run_1/clock_nets.png
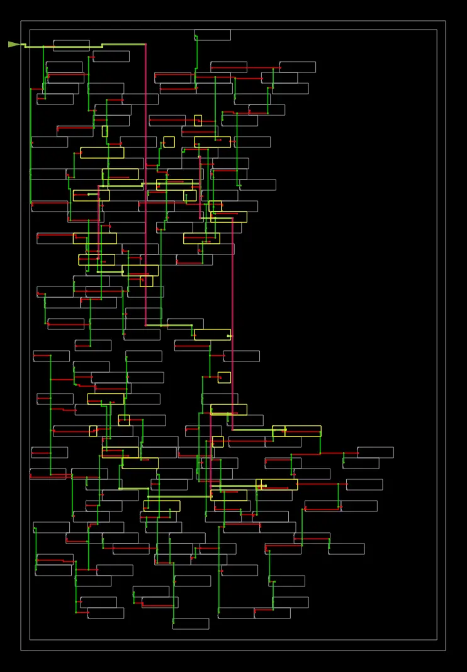
run_1/ff_map.png
Bar = 20 um. Other sequential cells in the stronger gray, the rest of the logic in the fainter gray.
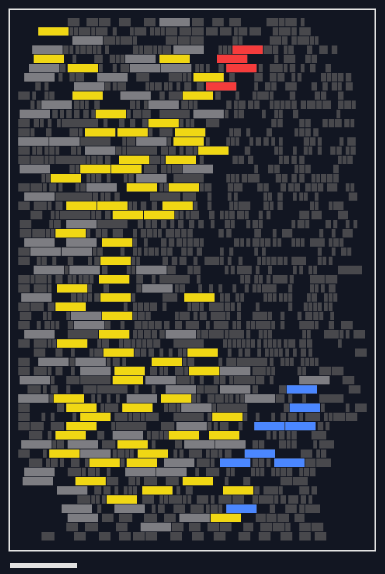
run_1/port_trees.png
Bar = 20 um.
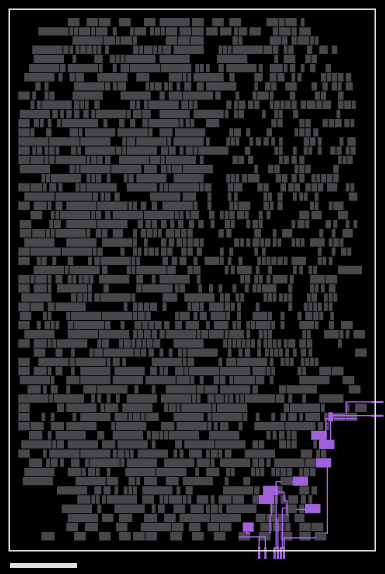
===== src/rtl/rwb_pkg.sv =====
// Shared types and default sizing for the result writeback unit.
package rwb_pkg;

  localparam int unsigned DEF_WIDTH  = 8;
  localparam int unsigned DEF_DEPTH  = 4;
  localparam int unsigned DEF_ADDR_W = 8;
  localparam int unsigned ELEM_W     = 2 * DEF_WIDTH;

  typedef enum logic [1:0] {
    StIdle,
    StWrite,
    StDone
  } rwb_state_e;

endpackage


===== src/rtl/result_writeback_unit_if.sv =====
// SRAM-style write port: one word per wr_en && ready handshake.
interface result_writeback_unit_if #(
  parameter int unsigned WIDTH  = 8,
  parameter int unsigned ADDR_W = 8
);

  logic              mem_wr_en;
  logic              mem_ready;
  logic [ADDR_W-1:0] mem_addr;
  logic [WIDTH-1:0]  mem_wdata;

  modport master (
    output mem_wr_en,
    output mem_addr,
    output mem_wdata,
    input  mem_ready
  );

  modport slave (
    input  mem_wr_en,
    input  mem_addr,
    input  mem_wdata,
    output mem_ready
  );

endinterface


===== src/rtl/requant_sat.sv =====
// Unsigned requantization: right shift with round-half-up, saturate to WIDTH bits.
module requant_sat #(
  parameter int unsigned WIDTH = 8
) (
  input  logic [2*WIDTH-1:0]         elem,
  input  logic [$clog2(2*WIDTH)-1:0] shift,
  output logic [WIDTH-1:0]           q
);

  localparam int unsigned RW = 2 * WIDTH + 1;

  logic [RW-1:0] ext;
  logic [RW-1:0] half;
  logic [RW-1:0] r;

  always_comb begin
    ext  = {1'b0, elem};
    half = '0;
    r    = ext;
    if (shift != '0) begin
      // Extra top bit keeps the rounding carry out of 0xFFFF-style inputs.
      half = RW'(1) << (shift - 1'b1);
      r    = (ext + half) >> shift;
    end
    q = (|r[RW-1:WIDTH]) ? '1 : r[WIDTH-1:0];
  end

endmodule


===== src/rtl/result_writeback_unit.sv =====
// Requantizes a DEPTH-element MAC result vector and writes it word by word to memory,
// with one pending-vector buffer and a sticky overflow flag for dropped vectors.
module result_writeback_unit
  import rwb_pkg::*;
#(
  parameter int unsigned WIDTH  = DEF_WIDTH,
  parameter int unsigned DEPTH  = DEF_DEPTH,
  parameter int unsigned ADDR_W = DEF_ADDR_W
) (
  input  logic                         clk,
  input  logic                         rstn,
  input  logic                         clear,
  input  logic [$clog2(2*WIDTH)-1:0]   cfg_shift,
  input  logic [ADDR_W-1:0]            cfg_base_addr,
  input  logic                         in_valid,
  input  logic [2*WIDTH*DEPTH-1:0]     in_data,
  result_writeback_unit_if.master      mem,
  output logic                         busy,
  output logic                         done,
  output logic                         overflow
);

  localparam int unsigned EW   = 2 * WIDTH;
  localparam int unsigned ShW  = $clog2(EW);
  localparam int unsigned IdxW = (DEPTH > 1) ? $clog2(DEPTH) : 1;
  localparam int unsigned VecW = EW * DEPTH;

  rwb_state_e        state_q;
  logic [VecW-1:0]   work_q;
  logic [VecW-1:0]   pend_q;
  logic              pend_valid_q;
  logic [ShW-1:0]    shift_q;
  logic [IdxW-1:0]   elem_idx_q;
  logic [ADDR_W-1:0] wr_ptr_q;
  logic              overflow_q;

  logic [EW-1:0]     elem;
  logic [WIDTH-1:0]  wdata;
  logic              last_elem;

  assign elem      = work_q[elem_idx_q*EW +: EW];
  assign last_elem = (elem_idx_q == IdxW'(DEPTH - 1));

  requant_sat #(
    .WIDTH (WIDTH)
  ) u_requant (
    .elem  (elem),
    .shift (shift_q),
    .q     (wdata)
  );

  assign mem.mem_wr_en = (state_q == StWrite);
  assign mem.mem_addr  = cfg_base_addr + wr_ptr_q;
  assign mem.mem_wdata = wdata;
  assign busy          = (state_q != StIdle);
  assign done          = (state_q == StDone);
  assign overflow      = overflow_q;

  always_ff @(posedge clk or negedge rstn) begin
    if (!rstn) begin
      state_q      <= StIdle;
      work_q       <= '0;
      pend_q       <= '0;
      pend_valid_q <= 1'b0;
      shift_q      <= '0;
      elem_idx_q   <= '0;
      wr_ptr_q     <= '0;
      overflow_q   <= 1'b0;
    end else begin
      unique case (state_q)
        StIdle, StDone: begin
          if (pend_valid_q) begin
            // Pending vector moves to work; a same-cycle arrival refills pend.
            work_q       <= pend_q;
            shift_q      <= cfg_shift;
            state_q      <= StWrite;
            pend_valid_q <= in_valid;
            if (in_valid) pend_q <= in_data;
          end else if (in_valid) begin
            work_q  <= in_data;
            shift_q <= cfg_shift;
            state_q <= StWrite;
          end else begin
            state_q <= StIdle;
          end
        end
        StWrite: begin
          if (mem.mem_ready) begin
            wr_ptr_q <= wr_ptr_q + 1'b1;
            if (last_elem) begin
              elem_idx_q <= '0;
              state_q    <= StDone;
            end else begin
              elem_idx_q <= elem_idx_q + 1'b1;
            end
          end
          if (in_valid) begin
            if (!pend_valid_q) begin
              pend_q       <= in_data;
              pend_valid_q <= 1'b1;
            end else begin
              overflow_q <= 1'b1;
            end
          end
        end
        default: state_q <= StIdle;
      endcase
      if (clear) begin
        wr_ptr_q   <= '0;
        overflow_q <= 1'b0;
      end
    end
  end

endmodule

===== src/flat_wrapper.sv =====
// flat-port wrapper written by rule: the top's interface ports become plain ports
module result_writeback_unit_flat import rwb_pkg::*;
#(
  parameter int unsigned WIDTH  = DEF_WIDTH,
  parameter int unsigned DEPTH  = DEF_DEPTH,
  parameter int unsigned ADDR_W = DEF_ADDR_W
)
  (clk, rstn, clear, cfg_shift, cfg_base_addr, in_valid, in_data, busy, done, overflow, mem_mem_wr_en, mem_mem_addr, mem_mem_wdata, mem_mem_ready);
  result_writeback_unit_if #(.WIDTH(WIDTH), .ADDR_W(ADDR_W)) mem_i ();
  input  logic clk;
  input  logic rstn;
  input  logic clear;
  input  logic [$clog2(2*WIDTH)-1:0] cfg_shift;
  input  logic [ADDR_W-1:0] cfg_base_addr;
  input  logic in_valid;
  input  logic [2*WIDTH*DEPTH-1:0] in_data;
  output logic busy;
  output logic done;
  output logic overflow;
  output wire logic [$bits(mem_i.mem_wr_en)-1:0] mem_mem_wr_en;
  output wire logic [$bits(mem_i.mem_addr)-1:0] mem_mem_addr;
  output wire logic [$bits(mem_i.mem_wdata)-1:0] mem_mem_wdata;
  input wire logic [$bits(mem_i.mem_ready)-1:0] mem_mem_ready;
  assign mem_mem_wr_en = mem_i.mem_wr_en;
  assign mem_mem_addr = mem_i.mem_addr;
  assign mem_mem_wdata = mem_i.mem_wdata;
  assign mem_i.mem_ready = mem_mem_ready;
  result_writeback_unit #(.WIDTH(WIDTH), .DEPTH(DEPTH), .ADDR_W(ADDR_W)) u_core (.clk(clk), .rstn(rstn), .clear(clear), .cfg_shift(cfg_shift), .cfg_base_addr(cfg_base_addr), .in_valid(in_valid), .in_data(in_data), .mem(mem_i), .busy(busy), .done(done), .overflow(overflow));
endmodule

===== config.mk =====
export PLATFORM = sky130hd
export DESIGN_NAME = result_writeback_unit_flat
export DESIGN_NICKNAME = d
export VERILOG_FILES = /design/src/rtl/rwb_pkg.sv /design/src/rtl/result_writeback_unit_if.sv /design/src/rtl/requant_sat.sv /design/src/rtl/result_writeback_unit.sv /design/src/flat_wrapper.sv
export SDC_FILE = /design/constraint.sdc
export NUM_CORES = 1
export LEC_CHECK = 0
export ABC_AREA = 1
export ABC_CLOCK_PERIOD_IN_PS = 6800
export CAP_MARGIN = 15
export CORE_ASPECT_RATIO = 1.5
export CORE_MARGIN = 2
export CORE_UTILIZATION = 53
export DETAILED_ROUTE_END_ITERATION = 10
export PLACE_DENSITY = 0.76
export SETUP_SLACK_MARGIN = 0.15
export SYNTH_ARGS = -nofsm -noshare
export SYNTH_HDL_FRONTEND = slang
export SYNTH_SLANG_ARGS = --single-unit

===== constraint.sdc =====
create_clock -name clk -period 6.8 [get_ports clk]
set_clock_uncertainty 0.1 [all_clocks]
set_input_delay 1.36 -clock clk [delete_from_list [all_inputs] [get_ports clk]]
set_output_delay 1.36 -clock clk [all_outputs]
set_load 0.01 [all_outputs]

==> qor.yml, run 1 <==
pwr:
  power_density_nw_per_um2: 537
  power_frac_seq_pct: 28.5
  p_int_mw: 2.96
sta:
  hold_viol: 0
  maxSlewHeadroom_pct: 27.2
  max_freq_mhz: 156
  rsz0062_at_grt: "no"
  postLayoutSetupSlackWorst_ps: 377
  finalClockPeriodUsage_pct: 94.5
synth:
  synthesis.nets: 1240
  most_instantiated_library_cell_after_synthesis: "nand2_1"
  postSynthCellCount: 1132
  post-synth-top-area-cell: "dfrtp_1"
  synth_chip_area_um2: 8600
  mapped_cell_area_um2: 8600
  top_post_synthesis_cells_by_count: "288 x nand2_1, 146 x dfrtp_1, 112 x o21ai_0"
  count_of_library_flops_with_an_enable_pin: 0
  synth.distinct_cells: 36
  yosys.stat.seqShare_pct: 42.5
  synth.ff_latch_count: 146
worst_setup_path:
  worstPathRequired_ps: 5340
  cp.depth: 20
  critical_path.cell_chain: "buf_4 > inv_2 > a21oi_1 > o21ai_0 > o21ai_0 > ha_1 > fa_1 > nand3_1 > nand3_1 > nand2_1 > nand2_1 > xnor2_1 > nand2_1 > nand3_1 > nand3_1 > nand3_1 > o21ai_0 > a21oi_1 > nand3_1 > clkdlybuf4s50_1"
  cp_num_buf_inv: 3
  timing.critical_path.slowest_cell_delay_ps: 490
global_route:
  grt.met1_usage_pct: 34.4
  pin_count_of_the_biggest_net_entering_global_routing: 87
  gr-usage-all-layers_pct: 29.3
clock_network:
  clkTransAtPathRegs_ps: 60
  post_cts_hold_buffer_count: 0
  postCtsSetupBuffers: 0
  clock_path_buffers: 2
routing:
  routed_wl_mm: 24.3
  detail_route.wl_per_cell_um: 17.1
finish:
  area.growth.synth_to_final_pct: 19.8
floorplanning:
  floorplan.die_area_um2: 17300
  std_cell_rows: 57
outcome:
  run_status: "completed"
## Picture notes: clock_nets.png
flop count: 146
clock network power: 0.911 mW
Sinks on Clock Net: 146
clock buffer count: 19
Latency at later pin: 410 ps

## Picture notes: ff_map.png
Key: u_core.shift_q = red [placed flops 4]; u_core.wr_ptr_q = blue [placed flops 8, where bottom right]; u_core.work_q = yellow [placed flops 64]
Another 70 sequential cells are not colored.
final core utilization: 64.2%
sequential cell area in the final layout: 3650 um2

## Picture notes: port_trees.png
Key: cfg_base_addr = purple [bits 8, direction input, edge 6 bottom, 2 right, end cells 9, wire 180 um]
tally of buffers added on design ports: 100
number of ports placed on the die boundary: 101

==> run 1: state kept, by name, indices dropped and copies added, names as in the netlist <==
register / count
u_core.work_q: 64
u_core.overflow: 1
u_core.shift_q: 4
u_core.pend_q: 64
u_core.state_q: 2
u_core.elem_idx_q: 2
u_core.wr_ptr_q: 8
u_core.pend_valid_q: 1
==> run 1: how the worst min path moves through the flow <==
stage / startpoint / to / cells after the start / slack [ps]
2_1_floorplan: u_core.work_q[36] / u_core.work_q[36] / 2 / 350
3_3_place_gp: u_core.pend_q[15] / u_core.pend_q[15] / 2 / 360
3_5_place_dp: u_core.pend_q[9] / u_core.pend_q[9] / 2 / 370
4_1_cts: u_core.pend_q[37] / u_core.pend_q[37] / 2 / 390
5_1_grt: u_core.pend_q[11] / u_core.pend_q[11] / 2 / 410
6_report: u_core.pend_q[8] / u_core.pend_q[8] / 2 / 380
==> run 1: power groups by stage <==
stage | clock network (mW) | logic [mW] | registers [mW]
2_1_floorplan | 0 | 2.17 | 1.44
3_3_place_gp | 0 | 2.98 | 1.56
3_5_place_dp | 0 | 2.99 | 1.57
4_1_cts | 0.920 | 3.03 | 1.57
5_1_grt | 0.960 | 3.39 | 1.61
6_report | 0.911 | 3.05 | 1.58
==> run 1: kinds of logic after synthesis <==
kind of cell | Yosys count | share of synthesized area (%)
AND-OR/OR-AND | 220 | 14.2
adder cells (fa/ha/maj) | 27 | 4.10
flip-flops | 146 | 42.5
XOR/XNOR | 13 | 1.32
AND/OR/NAND/NOR | 514 | 24.9
multiplexers | 42 | 5.50
buffers and inverters | 170 | 7.55
==> run 1: worst register-to-register path: cells and delay by family, from the launching register on <==
kind                   cells  cell delay (ps)
flip-flops                 1              320
buffers and inverters      4             2040
AND/OR/NAND/NOR            1               90
AND-OR/OR-AND              2              270
==> run 1: through the flow <==
| stage | instance area [um2] | instances | utilization [%] |
|---|---|---|---|
| final | 10300 | 1423 | 64.2 |
| after global routing | 10300 | 1423 | 64.2 |
| after CTS | 10300 | 1423 | 64.2 |
| after detailed placement | 9730 | 1392 | 60.6 |
| after global placement | 9730 | 1392 | 60.6 |
| after floorplan | 8600 | 1132 | - |
==> run 1: cells in the final DEF (no fill, tap or decap), types with 12 or more instances in the layout <==
master and count:
mux2_2 42, clkbuf_16 17, ha_1 25, inv_1 105, dfrtp_1 146, o211ai_1 12, o21ai_0 112, clkdlybuf4s50_1 99
nor2_1 107, nand2_1 288, nand3_1 88, a21oi_1 33, a31oi_1 46
==> run 1: routing by layer <==
layer / routed length (um) / part of all wire [%] / vias up
met5: 0 / 0 / -
met1: 9280 / 38 / 3828
met3: 970 / 4.0 / 90
li1: - / - / 3890
met2: 12400 / 51 / 260
met4: 1640 / 6.7 / 0
==> run 1: area by class of cell <==
class,instances,area share [%]
sequential,146,35.5
multi-input combinational,816,41.8
tap,206,2.50
timing repair buffer,111,10.5
clock inverter,12,1.32
clock buffer,19,4.20
inverter,113,4.12
--- run 2 (diff from run 1) ---
--- a/config.mk
+++ b/config.mk
@@ -5,7 +5,6 @@
 export SDC_FILE = /design/constraint.sdc
 export NUM_CORES = 1
 export LEC_CHECK = 0
-export ABC_AREA = 1
 export ABC_CLOCK_PERIOD_IN_PS = 6800
 export CAP_MARGIN = 15
 export CORE_ASPECT_RATIO = 1.5
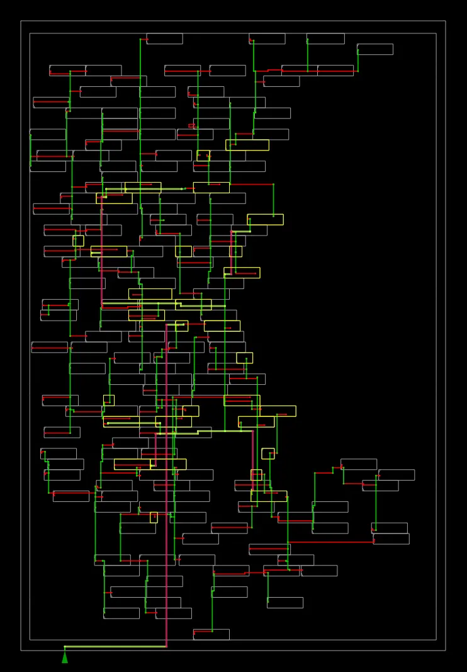
run_2/clock_nets.png
Inserted Clock Buffers: 17
clock network power: 0.923 mW
clock buffer count: 17

==> run 2 against run 1 <==
Effect of this change: critical path depth shrank 6; die size grew 1.2%; largest power group unchanged; synthesized cell count shrank 23%; power grew 5.8%; fmax shrank 0.47%; design area grew 2.7%; via count shrank 14%; global-route usage shrank 2.7 points; sequential power is essentially flat; combinational power grew 9.8%.
==> qor.yml, run 2 <==
worst_setup_path:
  critical_path_class: "reg2out"
  crit-reg2reg-launch: "u_core.pend_valid_q"
  path_common_cell: "o211ai_1"
  critical_path.cell_chain: "buf_6 > mux4_2 > ha_1 > o211ai_1 > o21ai_1 > o211a_1 > or3_1 > a31o_2 > a21oi_1 > o2111ai_1 > o41ai_4 > buf_4 > o211ai_1 > clkdlybuf4s50_1"
  crit_arrival_ps: 4990
  r2r_cells: 4
  critPathLaunch: "u_core.elem_idx_q[0]"
  worstPathRequired_ps: 5340  # about the same
  r2r_setup_slk_ps: 4250
  cpMaxStageDelayCell: "mux4_2"
  r2r-end: "u_core.pend_q[34]"
  timing.critical_path.slowest_cell_delay_ps: 550  # +60 ps
finish:
  area.growth.synth_to_final_pct: 21.5
  layout.core_utilization_pct: 65.6  # +1.4 points
  fillers: 1321
  antenna_cells: 0
  ff_latch_area_um2: 3660  # +0.14%
  logic_area_um2: 4810
  layout.cells.most_common: "dfrtp_1"
  final_net_count: 1064
  leading_registers_by_flop_count: "u_core.pend_q (64), u_core.work_q (64), u_core.wr_ptr_q (8)"
  commonest_cells_after_routing_fill_and_taps_aside: "144 x dfrtp_1, 117 x nand2_1, 99 x clkdlybuf4s50_1"
  drive_above_1_share_pct: 17.8
floorplanning:
  std_cell_rows: 57  # unchanged
  fp_util_pct: 54.0
  floorplan.die_area_um2: 17500  # +1.2%
  coreArea_um2: 16100
  top_level_ports: 101  # unchanged
sta:
  finalClockPeriodUsage_pct: 94.9  # +0.45 points
  worst_pin_slew_ps: 936
  number_of_setup_violations_in_the_final_report: 0
  fin_setup_tns_ps: 0
  hold_viol: 0  # unchanged
  max_freq_mhz: 155  # -0.47%
  post-route-min-period_ps: 6450
  maxSlewHeadroom_pct: 37.4  # +10 points
  rsz0062_at_grt: "no"
clock_network:
  clk-insertion-delay-late_ps: 410  # about the same
  clock_path_buffers: 2  # unchanged
  cts_tree: "done"
  ctsRootBufferMaster: "clkbuf_16"
  cts.sinks: 146  # unchanged
  clkTransAtPathRegs_ps: 60  # about the same
  post_cts_hold_buffer_count: 0  # unchanged
synth:
  synth_chip_area_um2: 8710  # +1.2%
  postSynthAreaPerCell_um2: 10.0
  synthesis.nets: 976  # -21%
  synthTopCellsByArea: "dfrtp_1 42%, mux2_2 9.1%, mux2i_1 8.0%"
  post-synth-top-area-cell: "dfrtp_1"
  mapped_cell_area_um2: 8710  # +1.2%
  yosys.stat.seqShare_pct: 42.0  # -0.52 points
  synth.distinct_cells: 66  # +83%
  synth.ff_latch_count: 146  # unchanged
  yosys-stat-cells: 868
  top_post_synthesis_cells_by_count: "146 x dfrtp_1, 118 x nand2_1, 78 x o21ai_0"
  postSynthCellCount: 868  # -23%
  most_instantiated_library_cell_after_synthesis: "dfrtp_1"
  count_of_library_flops_with_an_enable_pin: 0  # unchanged
  synth_warnings: 0
  top_area_share_pct: 42.0
global_route:
  gr-usage-all-layers_pct: 26.6  # -2.7 points
  first_global_vias: 7114
  pin_count_of_the_biggest_net_entering_global_routing: 90  # +3.4%
  first_pass_grt_wire_length_mm: 36.2
pwr:
  netSwitchingPower_mw: 2.51
  power_frac_seq_pct: 27.0  # -1.5 points
  worst_ir_drop_vdd_mv: 0.402
  power_density_nw_per_um2: 554  # +3.1%
  p_int_mw: 3.35  # +13%
  comb_power_share_pct: 57.2
worst_hold_path:
  hold_path.class: "reg2reg"
  timing.hold.worst_endpoint: "u_core.work_q[20]"
  min-delay-start: "u_core.work_q[20]"
  hold-path-cell-count: 2  # unchanged
placement:
  sum_of_net_half_perimeters_after_detailed_placement_mm: 16.1
  portBuffers: 100  # unchanged
  gp_routability_congestion: 0.937
routing:
  routed_wl_mm: 21.8  # -10%
  drc_viols: 0
  detail_route.wl_per_cell_um: 18.6  # +8.8%
  initialDrtViolationCount: 382
  antenna_left: 0
outcome:
  run_status: "completed"
-- run 2: cell types whose count changed after synthesis, moves of 28 or more --
cell     change
a31oi_1     -43
inv_1       -92
mux2_2      +28
mux2i_1     +70
nand2_1    -170
nand3_1     -71
nor2_1      -50
o21ai_0     -34
-- run 2: layout make-up --
class	count	area share [%]
multi-input cells	649	45.5
flip-flops and latches	146	34.6
repair buffers	126	11.4
clock buffers	17	4.02
well taps	206	2.44
clock inverters	13	1.48
inverters	16	0.603
-- run 2: worst max-delay path by stage --
stage | endpoint | depth (start not counted)
after floorplan | mem_mem_wdata[6] | 14
after global placement | mem_mem_wdata[6] | 13
after detailed placement | mem_mem_wdata[6] | 13
after CTS | mem_mem_wdata[5] | 14
after global routing | mem_mem_wdata[7] | 14
final | mem_mem_wdata[5] | 14
-- run 2: kinds of logic (layout without fill, tap and decap cells) --
group / count (synthesis) / after routing / share of synthesized area, %
xor+xnor: 25 / 25 / 2.52
fa+ha+maj: 27 / 27 / 4.05
buf+inv: 73 / 172 / 3.35
simple gates: 238 / 238 / 11.7
compound gates: 202 / 202 / 15.0
flops: 146 / 146 / 42.0
mux: 157 / 157 / 21.5
-- run 2: what timing repair did --
| item | 4_1_cts | 5_1_grt |
|---|---|---|
| gates resized | 1 | 15 |
| endpoints found under the setup margin | 7 | 8 |
| setup buffers | 1 | 1 |
| pin swaps | 1 | 2 |
-- run 2: routing by layer --
layer,vias up,GRT usage [%],wire length (um)
met4,0,9.79,545
met3,41,2.99,788
met1,3407,34.0,8930
met2,208,46.1,11600
met5,-,0,0
li1,3320,-,-
-- run 2: per-stage QoR --
stage                     setup WS (ps)  cells  hold WS, ps  total power, mW  cell area (um2)
after floorplan                     993    868          345             3.87             8710
after global placement              601   1141          359             4.82             9930
after detailed placement            500   1141          367             4.87             9930
after CTS                           248   1172          380             5.83            10500
after global routing                158   1173          407             6.29            10600
final                               346   1173          386             5.86            10600
-- run 2: critical path: cells and delay by family (launching register included) --
kind	cells	cell delay (ps)
compound gates	8	1910
fa+ha+maj	1	380
buf+inv	3	890
flops	1	470
mux	1	550
simple gates	1	380
-- run 2: power by group through the flow --
stage	clock network (mW)	registers (mW)	logic (mW)
2_1_floorplan	0	1.44	2.43
3_3_place_gp	0	1.56	3.27
3_5_place_dp	0	1.58	3.29
4_1_cts	0.935	1.57	3.32
5_1_grt	0.981	1.63	3.68
6_report	0.923	1.58	3.35
--- run 3 (diff from run 2) ---
--- a/config.mk
+++ b/config.mk
@@ -11,6 +11,7 @@
 export CORE_MARGIN = 2
 export CORE_UTILIZATION = 53
 export DETAILED_ROUTE_END_ITERATION = 10
+export GPL_TIMING_DRIVEN = 0
 export PLACE_DENSITY = 0.76
 export SETUP_SLACK_MARGIN = 0.15
 export SYNTH_ARGS = -nofsm -noshare
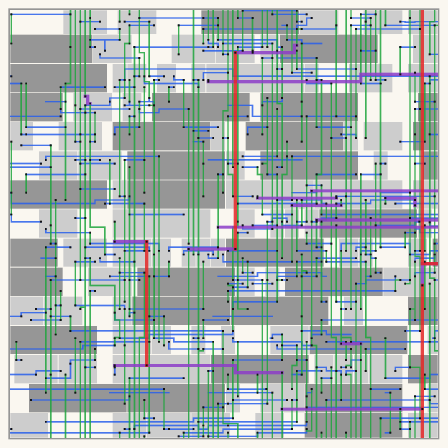
run_3/closeup.png
Window x 7 to 47, y 101 to 141 um. Cells in gray, sequential cells in the stronger gray; small squares are vias.
Key: M4 = red; M3 = purple; M1 = blue; M2 = green
104 logic cells have their middle in the window. Sequential cells in the window: 27. Netlist names of flops here include u_core.work_q (16), u_core.pend_q (11). Most frequent: dfrtp_1 (27), o21ai_0 (17), nand2_1 (15).

==> run 3 against run 2 <==
Effect of this change: register-to-register slack worse by 120 ps; worst setup slack got worse by 70 ps; synthesized cell count unchanged; largest power group unchanged; routed wire length grew 13%; flip-flop count stayed put; highest routed layer unchanged; clock-buffer cell count grew 2; fmax down 1.1%; clock power shrank 3.5%.
==> qor.yml, run 3 <==
global_route:
  first_global_vias: 7616  # +7.1%
  pin_count_of_the_biggest_net_entering_global_routing: 98  # +8.9%
  gr-usage-all-layers_pct: 29.6  # +3.0 points
routing:
  initialDrtViolationCount: 480  # +26%
  detail_route.wl_per_cell_um: 20.1  # +8.2%
  drc_viols: 0  # unchanged
  antenna_left: 0  # unchanged
synth:
  mapped_cell_area_um2: 8710  # unchanged
  postSynthCellCount: 868  # unchanged
  synthesis.nets: 976  # unchanged
  count_of_library_flops_with_an_enable_pin: 0  # unchanged
  top_area_share_pct: 42.0  # unchanged
  postSynthAreaPerCell_um2: 10.0  # unchanged
  synthTopCellsByArea: "dfrtp_1 42%, mux2_2 9.1%, mux2i_1 8.0%"
  synth_chip_area_um2: 8710  # unchanged
  yosys-stat-cells: 868  # unchanged
sta:
  holdWs_ps: 391  # +4.28 ps
  number_of_setup_violations_in_the_final_report: 0  # unchanged
  fin_setup_tns_ps: 0  # unchanged
  maxSlewHeadroom_pct: 39.5  # +2.1 points
  hold_viol: 0  # unchanged
  max_freq_mhz: 153  # -1.1%
  worst_pin_slew_ps: 907  # -29.4 ps
clock_network:
  cts_inserted_buffers: 17  # unchanged
  cts_tree: "done"
  clkTransAtPathRegs_ps: 60  # about the same
  cts.sinks: 146  # unchanged
  clock_path_buffers: 2  # unchanged
finish:
  leading_registers_by_flop_count: "u_core.pend_q (64), u_core.work_q (64), u_core.wr_ptr_q (8)"
  final-instance-count-excl-fill: 1221  # +4.1%
  drive_above_1_share_pct: 18.9  # +1.1 points
  final_net_count: 1111  # +4.4%
  fillers: 1280  # -3.1%
  area.growth.synth_to_final_pct: 24.5
  antenna_cells: 0  # unchanged
  ff_latch_area_um2: 3660  # about the same
  logic_area_um2: 4840  # +0.73%
placement:
  placed_cells_incl_taps: 1174  # +2.9%
  gp_routability_congestion: 0.923  # -1.5%
  portBuffers: 99  # -1.0%
  placement.setup.worst_slack_ps: -794  # -1290 ps
floorplanning:
  coreArea_um2: 16100  # unchanged
  top_level_ports: 101  # unchanged
  std_cell_rows: 57  # unchanged
worst_setup_path:
  cpMaxStageDelayCell: "mux4_2"
  worstPathRequired_ps: 5340  # about the same
  timing.critical_path.slowest_cell_delay_ps: 570  # +20 ps
  crit_arrival_ps: 5060  # +70 ps
  critical_path_class: "reg2out"
worst_hold_path:
  hold_path.class: "reg2reg"
pwr:
  design_power_total_mw: 6.12  # +4.4%
outcome:
  run_status: "completed"
run 3: cell counts after synthesis:
No cell type changed its count.
run 3: critical path, delay by kind of cell (launching register included):
kind	cells	cell delay, ps
AOI/OAI and AO/OA	8	1740
adders and majority gates	2	620
DFF	1	370
muxes	1	570
and+or+nand+nor	1	360
buffers and inverters	4	940
run 3: layout make-up:
class                      count  area share [%]
clock buffer                  19            4.18
clock inverter                12           0.993
inverter                      16           0.589
tap                          206            2.38
timing repair buffer         116            10.6
multi-input combinational    649            44.7
buffer                        57            2.81
sequential                   146            33.7
run 3: timing repair:
item | in CTS | in global routing
buffers inserted | 9 | 7
endpoints found under the setup margin | 8 | 8
pin swaps | 9 | 8
resized | 34 | 36
run 3: logic make-up after synthesis:
logic type	Yosys count	synth area share, %
simple gates	238	11.7
buf+inv	73	3.35
flops	146	42.0
fa+ha+maj	27	4.05
mux	157	21.5
compound gates	202	15.0
xor+xnor	25	2.52
run 3: power by group:
group	internal, mW	switching (mW)
combinational	1.61	2.08
sequential	1.29	0.251
clock	0.521	0.370
total	3.42	2.70
run 3: routing by layer:
layer	vias to the layer above	global-route usage (%)	wire length, um
met5	-	0	0
met4	0	16.0	1260
met3	92	5.41	1160
met2	261	52.2	13200
met1	3625	33.3	9010
li1	3418	-	-
run 3: path summary, 6_finish.rpt:
kind / slack, ps / depth (start not counted) / endpoint / from
min: 390 / 2 / u_core.work_q[7] / u_core.work_q[7]
max reg2reg: 4130 / 6 / u_core.work_q[29] / u_core.pend_valid_q
min reg2reg: 390 / 2 / u_core.work_q[7] / u_core.work_q[7]
min in group asynchronous: 780 / 1 / u_core.state_q[1] / rstn
max: 280 / 16 / mem_mem_wdata[7] / u_core.elem_idx_q[0]
max in group asynchronous: 4950 / 2 / u_core.shift_q[2] / rstn
run 3: metrics by stage:
step | utilization, % | cell area [um2]
6_report | 67.2 | 10800
5_1_grt | 67.2 | 10800
3_3_place_gp | 61.8 | 9950
4_1_cts | 66.4 | 10700
2_1_floorplan | - | 8710
3_5_place_dp | 61.9 | 9980
Power is estimated from default activity; no workload was simulated.
